[src/rtl/gb_timer.sv]
// gb_timer: DIV/TIMA/TMA/TAC timer with DMG falling-edge tick semantics.
// Define GB_TIMER_DELAYED_RELOAD_EN for the 4-clk OVF + RELOAD sequence.
module gb_timer (
  input  logic        clk,
  input  logic        rst_n,
  input  logic [15:0] addr_i,
  input  logic [7:0]  data_i,
  input  logic        wren_i,
  output logic [7:0]  data_o,
  output logic        hit_o,
  output logic        irq_timer_o
);

  logic [15:0] cnt, cnt_nxt;
  logic [7:0]  tima, tima_nxt;
  logic [7:0]  tma, tma_nxt;
  logic [2:0]  tac, tac_nxt;
  logic        tick_q, tick_nxt, fall;
  logic        irq_nxt;
  logic        sel_div, sel_tima, sel_tma, sel_tac;
  logic        wr_div, wr_tima, wr_tma, wr_tac;

  function automatic logic tap_bit(
    input logic [2:0]  t,
    input logic [15:0] c
  );
    logic b;
    case (t[1:0])
      2'b00:   b = c[9];
      2'b01:   b = c[3];
      2'b10:   b = c[5];
      default: b = c[7];
    endcase
    return t[2] & b;
  endfunction

  assign sel_div  = (addr_i == 16'hFF04);
  assign sel_tima = (addr_i == 16'hFF05);
  assign sel_tma  = (addr_i == 16'hFF06);
  assign sel_tac  = (addr_i == 16'hFF07);
  assign hit_o    = sel_div | sel_tima | sel_tma | sel_tac;

  assign wr_div  = wren_i & sel_div;
  assign wr_tima = wren_i & sel_tima;
  assign wr_tma  = wren_i & sel_tma;
  assign wr_tac  = wren_i & sel_tac;

  assign cnt_nxt = wr_div ? 16'h0000 : cnt + 16'h0001;
  assign tac_nxt = wr_tac ? data_i[2:0] : tac;
  assign tma_nxt = wr_tma ? data_i : tma;

  // Tick is judged on post-edge state so DIV/TAC writes glitch TIMA.
  assign tick_nxt = tap_bit(tac_nxt, cnt_nxt);
  assign fall     = tick_q & ~tick_nxt;

  // Register read mux.
  always_comb begin
    data_o = 8'hFF;
    unique case (1'b1)
      sel_div:  data_o = cnt[15:8];
      sel_tima: data_o = tima;
      sel_tma:  data_o = tma;
      sel_tac:  data_o = {5'b11111, tac};
      default:  data_o = 8'hFF;
    endcase
  end

  // Divider, control registers and tick history.
  always_ff @(posedge clk) begin
    if (!rst_n) begin
      cnt    <= 16'h0000;
      tac    <= 3'b000;
      tma    <= 8'h00;
      tick_q <= 1'b0;
    end else begin
      cnt    <= cnt_nxt;
      tac    <= tac_nxt;
      tma    <= tma_nxt;
      tick_q <= tick_nxt;
    end
  end

`ifdef GB_TIMER_DELAYED_RELOAD_EN

  typedef enum logic [1:0] {
    RUN,
    OVF,
    RELOAD
  } state_t;

  state_t     state, state_nxt;
  logic [1:0] dly, dly_nxt;

  // Overflow sequencing: RUN -> OVF (4 clks at 0x00) -> RELOAD (irq).
  always_comb begin
    state_nxt = state;
    dly_nxt   = dly;
    tima_nxt  = tima;
    irq_nxt   = 1'b0;
    unique case (state)
      RUN: begin
        if (wr_tima) begin
          tima_nxt = data_i;
        end else if (fall) begin
          if (tima == 8'hFF) begin
            tima_nxt  = 8'h00;
            state_nxt = OVF;
            dly_nxt   = 2'd0;
          end else begin
            tima_nxt = tima + 8'h01;
          end
        end
      end
      OVF: begin
        if (wr_tima) begin
          tima_nxt  = data_i;
          state_nxt = RUN;
        end else if (dly == 2'd3) begin
          tima_nxt  = tma;
          irq_nxt   = ~irq_timer_o;
          state_nxt = RELOAD;
        end else begin
          dly_nxt = dly + 2'd1;
          if (fall) tima_nxt = tima + 8'h01;
        end
      end
      RELOAD: begin
        state_nxt = RUN;
        if (wr_tma) begin
          tima_nxt = data_i;
        end else if (fall) begin
          tima_nxt = tima + 8'h01;
        end
      end
      default: begin
        state_nxt = RUN;
      end
    endcase
  end

  // FSM and counter state; reset aborts any pending reload.
  always_ff @(posedge clk) begin
    if (!rst_n) begin
      state       <= RUN;
      dly         <= 2'd0;
      tima        <= 8'h00;
      irq_timer_o <= 1'b0;
    end else begin
      state       <= state_nxt;
      dly         <= dly_nxt;
      tima        <= tima_nxt;
      irq_timer_o <= irq_nxt;
    end
  end

`else

  // Immediate reload: TMA lands on the overflow edge, irq next cycle.
  always_comb begin
    tima_nxt = tima;
    irq_nxt  = 1'b0;
    if (wr_tima) begin
      tima_nxt = data_i;
    end else if (fall) begin
      if (tima == 8'hFF) begin
        tima_nxt = tma;
        irq_nxt  = ~irq_timer_o;
      end else begin
        tima_nxt = tima + 8'h01;
      end
    end
  end

  // Counter and irq registers.
  always_ff @(posedge clk) begin
    if (!rst_n) begin
      tima        <= 8'h00;
      irq_timer_o <= 1'b0;
    end else begin
      tima        <= tima_nxt;
      irq_timer_o <= irq_nxt;
    end
  end

`endif

endmodule
[config.mk]
export PLATFORM = sky130hd
export DESIGN_NAME = gb_timer
export DESIGN_NICKNAME = d
export VERILOG_FILES = /design/src/rtl/gb_timer.sv
export SDC_FILE = /design/constraint.sdc
export NUM_CORES = 1
export LEC_CHECK = 0
export CORE_MARGIN = 2
export CORE_UTILIZATION = 45
export CTS_CLUSTER_SIZE = 30
export DETAILED_ROUTE_END_ITERATION = 8
export PLACE_DENSITY = 0.7
export SYNTH_ARGS = -nofsm -noshare
export SYNTH_HDL_FRONTEND = slang
export SYNTH_SLANG_ARGS = --single-unit
[constraint.sdc]
create_clock -name clk -period 7.8 [get_ports clk]
set_input_delay 1.95 -clock clk [delete_from_list [all_inputs] [get_ports clk]]
set_output_delay 1.95 -clock clk [all_outputs]
set_load 0.02 [all_outputs]
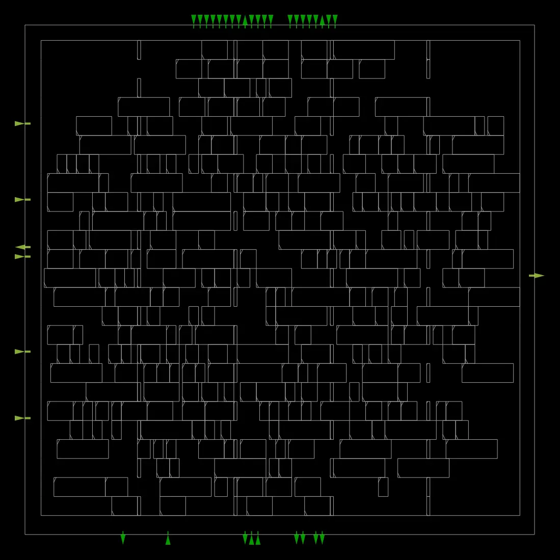
Fig. 1. Cell outlines without signal wires.
fill count: 458
floorplan row count: 25
Seq/total area: 28.42%
core area: 4661 sq um

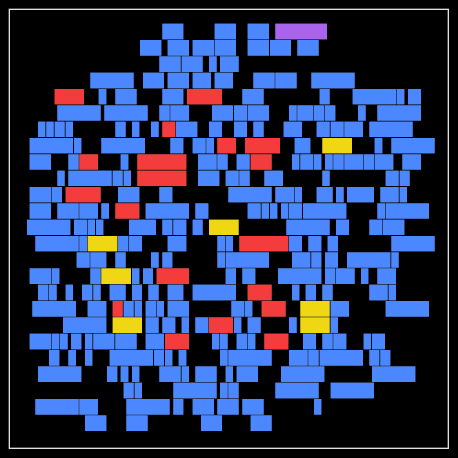
Fig. 2. Cells by drive strength.
(6 px per um)
size	colour	cells
_6 and larger	yellow	7
_0 and _1 cells	blue	263
_2 cells	red	19
_3 and _4 cells	purple	1

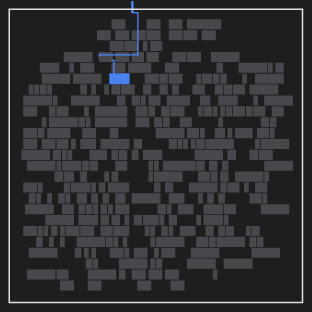
Fig. 3. Wires at chosen ports, followed through buffers.
(4 px per um)
port	colour	bits	direction	edge	end cells	buffers	wire
`wren_i`	blue	1	input	north	2	1	29.7 um
port bufs: 36
Ports: 37

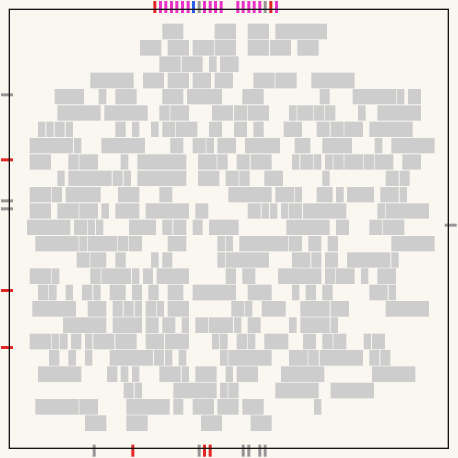
Fig. 4. Pin map.
(6 px per um) Pins as bars across the die edge, other pins in grey.
port	colour	pins	direction	edge
`addr_i`	magenta	16	input	north
`wren_i`	blue	1	input	north
`data_i`	red	8	input	3 west, 3 south, 2 north
all pins by edge	21 north, 9 south, 6 west, 1 east

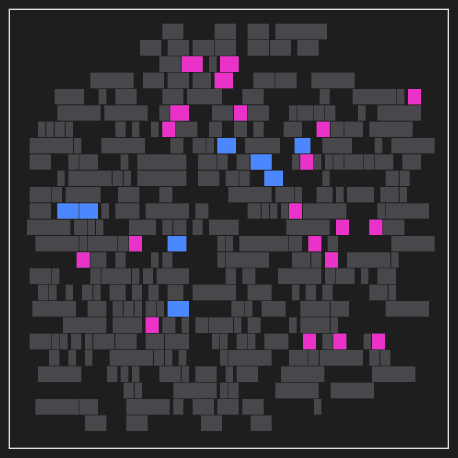
Fig. 5. Gate families picked out.
(6 px per um)
family	colour	cells
AND and OR gates	magenta	20
AND-OR and OR-AND gates	blue	8
most frequent logic cell in the layout: nand2_1
Layout Cells excl Fill: 344
Comb area share: 50.41%

==> worst paths after layout <==
kind / start / endpoint / slack, ns / cells past startpoint
worst min register to register: irq_timer_o / irq_timer_o / 0.42 / 1
worst max register to register: cnt[5] / tima[2] / 5.22 / 8
worst min-delay path: irq_timer_o / irq_timer_o / 0.42 / 1
worst max-delay path: addr_i[11] / hit_o / 1.51 / 5
==> state kept, by name, indices dropped and copies added, names as in the netlist <==
name and cells:
cnt 16, irq_timer_o 1, tac 3, tick_q 1
tima 8, tma 8
==> power by group <==
group	switching (mW)	internal (mW)	total, mW
clock network	0.0713	0.0799	0.151
logic	0.0127	0.0163	0.0290
registers	0.00188	0.190	0.192
==> cells by family (layout without fill, tap and decap cells) <==
| group | Yosys count | count (layout) | synth area share, % |
|---|---|---|---|
| AND/OR/NAND/NOR | 118 | 118 | 27.74 |
| AND-OR/OR-AND | 55 | 55 | 17.61 |
| flip-flops | 37 | 37 | 34.64 |
| buffers and inverters | 20 | 50 | 4.213 |
| multiplexers | 15 | 15 | 9.303 |
| XOR/XNOR | 13 | 13 | 5.325 |
| adder cells (fa/ha/maj) | 2 | 2 | 1.170 |
==> final cells by class <==
cell class / count / area, sq um / share of cell area [%]
Timing Repair Buffer: 36 / 360.3 / 13.83
Inverter: 6 / 22.52 / 0.8641
Sequential cell: 37 / 740.7 / 28.42
Clock buffer: 7 / 96.34 / 3.697
Multi-Input combinational cell: 203 / 1314 / 50.41
Tap cell: 54 / 67.56 / 2.592
Clock inverter: 1 / 5.005 / 0.1920
==> routing by layer <==
layer  track usage (%)  wire (um)  vias to the layer above  share of wire [%]
met1             29.12       2530                      926                 48
met5                 0          0                        -                  0
met4             7.407         85                        0                1.6
met3             4.144        150                        9                2.8
met2             34.04       2518                       26                 48
li1                  -          -                      992                  -
==> worst register-to-register path, stage by stage (launching register included) <==
cell,delay (ns)
dfxtp_1,0.45
nand4_1,0.23
o21ai_0,0.26
nor3b_1,0.27
o21ai_0,0.15
a32oi_2,0.33
o21ai_2,0.25
a211o_1,0.32
a41o_1,0.23
==> placed cells by master (no fill, tap or decap), types with 3 or more instances in the layout <==
cell and count:
nor3_1 3, o22ai_1 5, clkbuf_8 7, o21ai_0 9, mux2_2 6, dfxtp_1 37
nand4_1 4, inv_1 6, a31oi_1 3, o21ai_1 5, mux4_2 3, xnor2_1 4
a21oi_1 14, or3_1 5, xor2_1 9, clkdlybuf4s50_1 36, nand3_1 15, nor2_1 21
and3_1 10, nand2b_1 6, nand2_1 43, mux2i_1 5
==> stage by stage <==
step,setup slack (ns),cell area [sq um]
6_report,1.508,2606
3_5_place_dp,1.446,2505
4_1_cts,1.437,2606
3_3_place_gp,1.513,2505
5_1_grt,1.325,2606
2_1_floorplan,2.531,2138
==> results.json <==
{
  "syn_area_sq_um": 2138,
  "cp_cell_sequence": "clkdlybuf4s50_1 > and4b_1 > nand2_1 > nor4bb_2 > clkdlybuf4s50_1",
  "gp_congestion": 0.8109,
  "diodes": 0,
  "clkLatencyLatePin_ns": 0.29,
  "startpoint_type": "primary input",
  "cts_buffers": 5,
  "synthMostInstantiatedCell": "nand2_1",
  "cp_data_required_time_ns": 5.85,
  "postLayoutCoreUtil_pct": 55.92,
  "cp_common_cell": "clkdlybuf4s50_1",
  "crit_fanout": 10,
  "grtUsageTotal_pct": 21.43,
  "antenna_found_initial": 0,
  "clkSinkCount": 37,
  "finalWirelength_um": 5283,
  "cts_resized": 0,
  "yosysSeqAreaShare_pct": 34.64,
  "grt_pass1_vias": 1809,
  "critPathMaxStageDelay_ns": 0.87,
  "syn_inst": 260,
  "final_max_slew_viol_count": 0,
  "syn_to_final_growth_pct": 21.88,
  "stage_log_warnings": 26,
  "fin_nets": 318,
  "vias": 1953,
  "drv_cap": 0,
  "cpMaxStageDelayCell": "nor4bb_2",
  "fin_crit_sh_pct": 80.67,
  "wl_per_cell_um": 15.36,
  "synthFlopType": "dfxtp_1",
  "drtIter0Drc": 93,
  "skew_ns": 0.001933,
  "critPathArrivalTime_ns": 4.34,
  "setup_viol": 0,
  "grt_remaining_overflow": 0,
  "viasPerCell": 5.677,
  "p_leak_nw": 0.9353,
  "synth_cell_types": 50,
  "max_freq_mhz": 158.9,
  "top_cell_area_share_pct": 34.64,
  "drc": 0,
  "worst_pin_slew_ns": 0.9912,
  "synth_flops": 37,
  "p_per_area_nw_per_um2": 142.8,
  "fin_crit_ns": 6.292,
  "ys_cells": 260,
  "synthTopCellsByCount": "nand2_1, dfxtp_1, nor2_1",
  "cts_hold_buf": 0,
  "cts_tree": "built",
  "hold-worst-slack_ns": 0.4186,
  "worstSetupPathType": "primary input to output port",
  "cp-end-kind": "output port",
  "grt_max_degree": 19,
  "die_width_um": 72.94,
  "cts_setup_buffers": 0,
  "enable_flop_cells": 0,
  "yosysWarnings": 0,
  "p_total_mw": 0.3721,
  "grt_first_pass_wirelength_um": 8818,
  "async_reset_ff_share_pct": 0,
  "root_buffer": "clkbuf_8",
  "initial_core_util_pct": 45.88,
  "path_delay_family": "buffers and inverters",
  "cts_max_level": 2,
  "die_h_um": 72.94,
  "post-place-cells": 336,
  "hold_class": "flip-flop to flip-flop",
  "path_buffers": 2,
  "finalSetupTns_ns": 0,
  "drtPass1Iterations": 4,
  "final_layout_size_suffix_gt1_share_pct": 9.310,
  "status": "completed",
  "path_clk_slew_ns": 0.07,
  "avgSynthCellArea_sq_um": 8.224,
  "relSlewSlack_pct": 32.97,
  "ys_chip_area_sq_um": 2138,
  "chipArea_sq_um": 5320,
  "topCellsByArea": "dfxtp_1, nand2_1, nor2_1",
  "clk_path_buf_depth": 2,
  "syn_nets": 289,
  "finalHoldViolations": 0,
  "top_area_cell": "dfxtp_1",
  "peakVddDrop_uv": 112.5,
  "dp_hpwl_um": 3875,
  "postRouteAntennaNets": 0,
  "rsz0062_at_grt": "no"
}
Power is estimated from default activity; no workload was simulated.
